==> config.mk <==
export PLATFORM = sky130hd
export DESIGN_NAME = sweep_learn_ctrl
export DESIGN_NICKNAME = d
export VERILOG_FILES = /design/src/rtl/sweep_pkg.sv /design/src/rtl/sweep_classifier.sv /design/src/rtl/sweep_learn_ctrl.sv
export SDC_FILE = /design/constraint.sdc
export NUM_CORES = 1
export LEC_CHECK = 0
export CAP_MARGIN = 40
export CORE_ASPECT_RATIO = 1.75
export CORE_MARGIN = 5
export CORE_UTILIZATION = 55
export CTS_CLUSTER_SIZE = 24
export DETAILED_ROUTE_END_ITERATION = 8
export PLACE_DENSITY = 0.77
export SKIP_CTS_REPAIR_TIMING = 1
export SLEW_MARGIN = 5
export SYNTH_ARGS = -nofsm -noshare
export SYNTH_HDL_FRONTEND = slang
export SYNTH_SLANG_ARGS = --single-unit
export TNS_END_PERCENT = 30
==> constraint.sdc <==
create_clock -name clk_50m -period 11.22 [get_ports clk_50m]
set_clock_uncertainty 0.2 [all_clocks]
set_input_delay 2.244 -clock clk_50m [delete_from_list [all_inputs] [get_ports clk_50m]]
set_output_delay 2.244 -clock clk_50m [all_outputs]
set_load 0.005 [all_outputs]
==> run_1/m1.png <==
Supply wires on this layer in gray. Cells faint in the background.
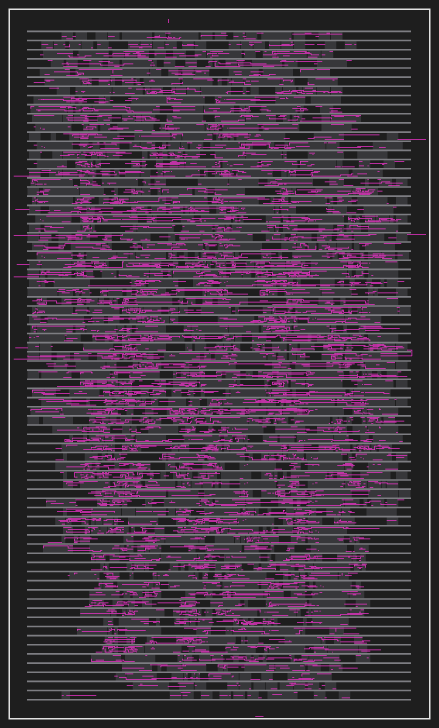
nets with wire on the layer: 1345
share of all routed wire: 35%
longest straight run: 34.0 um
routed vias: 9098
Post-Route WL: 29370 um
met1 GRT Util: 22.86%

==> run_1/ff_map.png <==
Other sequential cells in the stronger gray, the rest of the logic in the fainter gray.
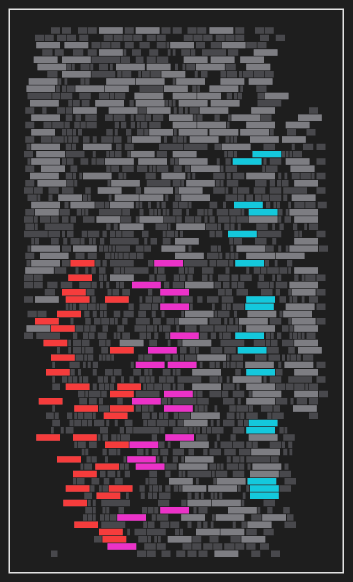
legend:
  magenta:
    netlist_name: acc
    sequential_cells: 18
  red:
    netlist_name: cnt
    sequential_cells: 32
  cyan:
    netlist_name: ml
    sequential_cells: 16
not colored: 174
Seq. pwr: 1.06 mW
Seq area share: 44.04%
Storage cell area: 6636 um^2

==> run_1/congestion_map.png <==
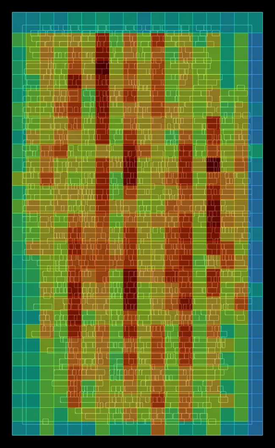
Final Core Density: 66.52%
Global Route Usage Sum: 22.27%

==> run_1/port_trees.png <==
Bar = 20 um.
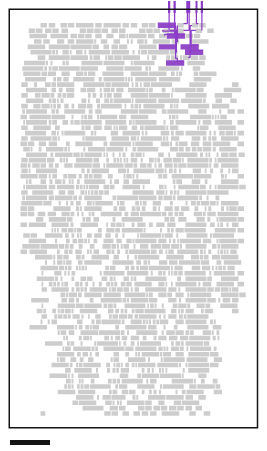
legend:
  purple:
    port: peak_idx
    direction: output
    end_cells: 6
    buffers: 6
    wire: 160 um
IO Count: 122
Port-buffer cells: 121

==> deck_impl_summary.md, run 1 <==
Physical Implementation Snapshot

Layout
  • Proportion of layout cells with a drive suffix above 1: between 8 and 9%
  • Nets: around 1.4k
  • Antenna fix cells: 0
  • Layout area overhead: 19.44%

Detailed routing
  • First-iteration detailed-routing DRC count: 416
  • Vias/cell: between 5 and 6
  • Router iterations before antenna repair: 5
  • Wire per inst: between 15 and 20 um

Synth
  • Ys async rst share: a little under half
  • Most common library cells after synthesis: edfxtp_1, dfrtp_1, ha_1, nand2_1, nor2_1
  • Syn Inst Count: ~1.1k
  • Syn Nets: 1313
  • Area leader share: 29.99%
  • Syn Area/Cell: about 11 um^2
  • Yosys top cell by instances: edfxtp_1
  • Warnings from Yosys: 0
  • Cell taking the most area after synthesis: edfxtp_1
  • Post-Syn Area: between 10000 and 15000 um^2

Worst setup path
  • CP max FO: 15
  • Reg2reg setup slack: 7.53 ns
  • WP data required: ~11 ns
  • Top cell by count, worst path: o21ai_0
  • Arr. time, crit path: between 5 and 6 ns
  • Crit path depth: 8
  • Kind of end point of the critical path: flop

Floorplan
  • Die area: 26190 um^2
  • Rows: approximately 73
  • Die Y: ~210 um
  • Die W: ~120 um

Final timing
  • RSZ-0062 raised after global routing: no
  • Highest Clock Rate: 205.3 MHz
  • Min Tclk post-route: between 4 and 5 ns
  • Slew at the pin closest to its max-slew limit: 0.7069 ns
  • Slew HR: between 50% and 60%

Power and ir drop
  • Sw Share: 26.35%
  • Pwr/cell area: between 150 and 200 nW/um^2
  • Top pwr grp: sequential cells
  • Max VDD drop: ~0.20 mV
  • Internal: around 1.7 mW
  • Gate power share: 18.7%
  • Sw power: between 500 and 600 uW

Worst hold path
  • Hold depth: 2

Status
  • Status: completed

GRT
  • GR peak layer: met2
  • First-pass GRT wire length: around 47000 um
  • Congestion Overflow GR: 0

Job
  • # Max-Cap Violations: 0

CTS
  • Reg clk slew, reported paths: approximately 0.070 ns
  • Clock buffer depth: 3
-- run 1: cells in the final DEF (no fill, tap or decap), types with 23 or more instances in the layout --
cell	n
a21oi_1	48
clkdlybuf4s50_1	120
dfrtp_1	114
edfxtp_1	126
ha_1	112
inv_1	75
mux2_2	39
nand2_1	110
nand2b_1	31
nand3_1	24
nand4_1	23
nor2_1	95
o21ai_0	77
xor2_1	32
-- run 1: routing by layer --
metal,up-vias,part of all wire [%]
met3,60,3.7
met5,-,0
met4,0,3.9
met2,184,57
met1,4470,35
li1,4384,-
-- run 1: stage by stage --
stage	std cells	utilization, %	setup slack [ns]	power, mW	cell area [um^2]
6_report	1595	66.52	6.349	2.273	15070
5_1_grt	1595	66.52	6.179	2.372	15070
4_1_cts	1595	66.52	6.401	2.289	15070
3_5_place_dp	1555	63.15	5.868	1.499	14310
3_3_place_gp	1551	62.83	5.933	1.479	14230
2_1_floorplan	1146	-	6.884	1.292	12620
-- run 1: kinds of logic after synthesis --
group                    synth area share (%)
buffers and inverters                   3.144
flip-flops                              52.60
adder cells (fa/ha/maj)                 11.43
XOR/XNOR                                3.749
AND-OR/OR-AND                           10.27
multiplexers                            3.798
AND/OR/NAND/NOR                         15.01
-- run 1: layout make-up --
| class | instances | area share [%] |
|---|---|---|
| clock inverter | 18 | 1.412 |
| inverter | 75 | 1.868 |
| tap | 300 | 2.491 |
| multi-input combinational | 802 | 37.38 |
| clock buffer | 22 | 3.654 |
| sequential | 240 | 44.04 |
| timing repair buffer | 138 | 9.151 |
-- run 1: tightest hold or removal path: cells and delay by family, from the launching register on --
family,cells,cell delay (ns)
AOI/OAI and AO/OA,1,0.06
DFF,1,0.34
and+or+nand+nor,1,0.04
==> run_1/m2.png <==
Cells faint in the background.
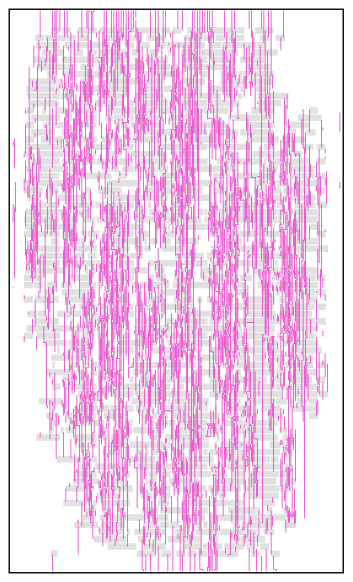

--- run 2 (diff from run 1) ---
==> constraint.sdc (replaced) <==
create_clock -name clk_50m -period 4.64 [get_ports clk_50m]
set_clock_uncertainty 0.2 [all_clocks]
set_input_delay 0.928 -clock clk_50m [delete_from_list [all_inputs] [get_ports clk_50m]]
set_output_delay 0.928 -clock clk_50m [all_outputs]
set_load 0.005 [all_outputs]
==> run_2/m2.png <==
Cells faint in the background.
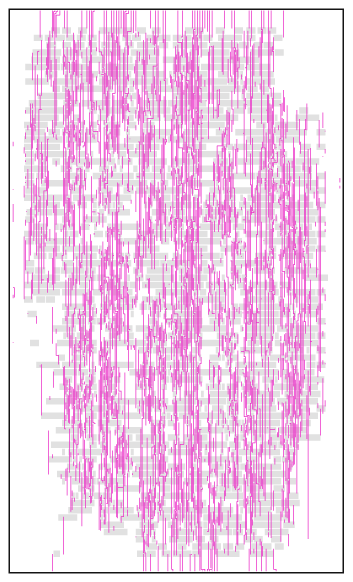
share of all routed wire: 57%
longest straight run: 93.8 um
main direction: vertical
Post-Route WL: 29260 um
routed vias: 9092

==> run 2 against run 1 <==
Net effect: register-to-register slack lost 6.5 ns; routed wire length down 0.37%; design area down 0.79%; non-clock buffer count decreased by 2; sequential power rose by 140%; largest power group unchanged.
==> deck_impl_summary.md, run 2 <==
Physical Implementation Snapshot

Synth
  • Top logic family: simple AND/OR/NAND/NOR gates
  • Cell taking the most area after synthesis: edfxtp_1
  • Ys async rst share: 47.50% (unchanged)
  • Most common library cells after synthesis: edfxtp_1, dfrtp_1, ha_1, nand2_1, nor2_1
  • Adder share: 11.43% (unchanged)
  • Yosys top cell by instances: edfxtp_1

Power and ir drop
  • Internal: 3.874 mW (+130%)
  • Pwr/cell area: 354.7 nW/um^2 (+140%)
  • Max VDD drop: 0.3862 mV (+94%)

Worst setup path
  • Kind of end point of the critical path: flop
  • WP data required: 4.66 ns (-6.76 ns)
  • CP max FO: 17 (+2)
  • Top cell by count, worst path: nand2b_1
  • Reg2reg setup slack: 1.07 ns (-6.46 ns)

Job
  • # Max-Cap Violations: 0 (unchanged)

Layout
  • Dominant logic cell types in the final layout: edfxtp_1, clkdlybuf4s50_1, dfrtp_1
  • Antenna fix cells: 0 (unchanged)
  • Proportion of layout cells with a drive suffix above 1: 8.263% (-0.54 points)
  • Storage cell area: 6636 um^2 (unchanged)
  • Finished Layout Cells: 1595 (unchanged)
  • Final Core Density: 66.00% (-0.52 points)

Place
  • Placed Instances: 1553 (-0.13%)

Floorplan
  • Die area: 26190 um^2 (unchanged)
  • Die W: 124.5 um (unchanged)
  • Die Y: 210.4 um (unchanged)
  • IO Count: 122 (unchanged)

Final timing
  • Min Tclk post-route: 3.573 ns
  • RSZ-0062 raised after global routing: no

CTS
  • Clock buffer depth: 3 (unchanged)
  • Reg clk slew, reported paths: 0.07 ns (about the same)

GRT
  • First-pass GRT wire length: 47810 um (+1.1%)

Status
  • Status: completed
==> run_2/port_trees.png <==
Bar = 20 um.
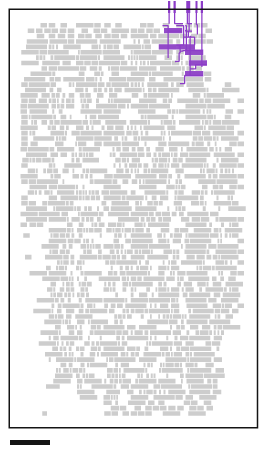
legend:
  purple:
    port: peak_idx
    direction: output
    end_cells: 6
    buffers: 6
    wire: 218 um

==> run 2: cell count changes in the layout (fill, tap and decap cells not counted), moves of 2 or more <==
cell        previous run  this run
bufinv_16              4         0
clkbuf_1               0         8
clkinvlp_4             6         2
buf_8                  3         1
==> run 2: worst max-delay path, delay by kind of cell, from the launching register on <==
family	cells	cell delay [ns]
AND-OR/OR-AND	4	0.97
adder cells (fa/ha/maj)	1	0.32
buffers and inverters	2	0.43
flip-flops	1	0.60
AND/OR/NAND/NOR	3	0.73
==> run 2: through the flow <==
| step | hold WS [ns] | total power [mW] | area, um^2 |
|---|---|---|---|
| finish | 0.2192 | 5.303 | 14950 |
| global route | 0.2730 | 5.546 | 14950 |
| CTS | 0.2331 | 5.343 | 14950 |
| detailed placement | 0.2692 | 3.615 | 14270 |
| global placement | 0.2595 | 3.576 | 14250 |
| floorplan | 0.2498 | 3.125 | 12620 |
==> run 2: area by class of cell <==
type                       instances  area share [%]
sequential                       240           44.39
multi-input combinational        802           37.68
timing repair buffer             136           8.972
clock buffer                      31           4.051
tap                              300           2.511
inverter                          75           1.883
clock inverter                    11          0.5105
==> run 2: routing by layer <==
layer	GRT usage (%)	wire length, um	vias to the layer above
met1	22.82	10140	4427
met2	44.30	16580	201
met3	2.764	1130	81
li1	-	-	4383
met5	0	0	-
met4	10.67	1404	0
==> run 2: power by group through the flow <==
stage	logic [mW]	registers, mW	clock network (mW)
floorplan	0.554	2.57	0
CTS	1.02	2.56	1.76
global route	1.12	2.58	1.85
detailed placement	1.01	2.60	0
finish	1.01	2.56	1.74
global placement	0.981	2.60	0
Power and IR drop assume default switching activity.
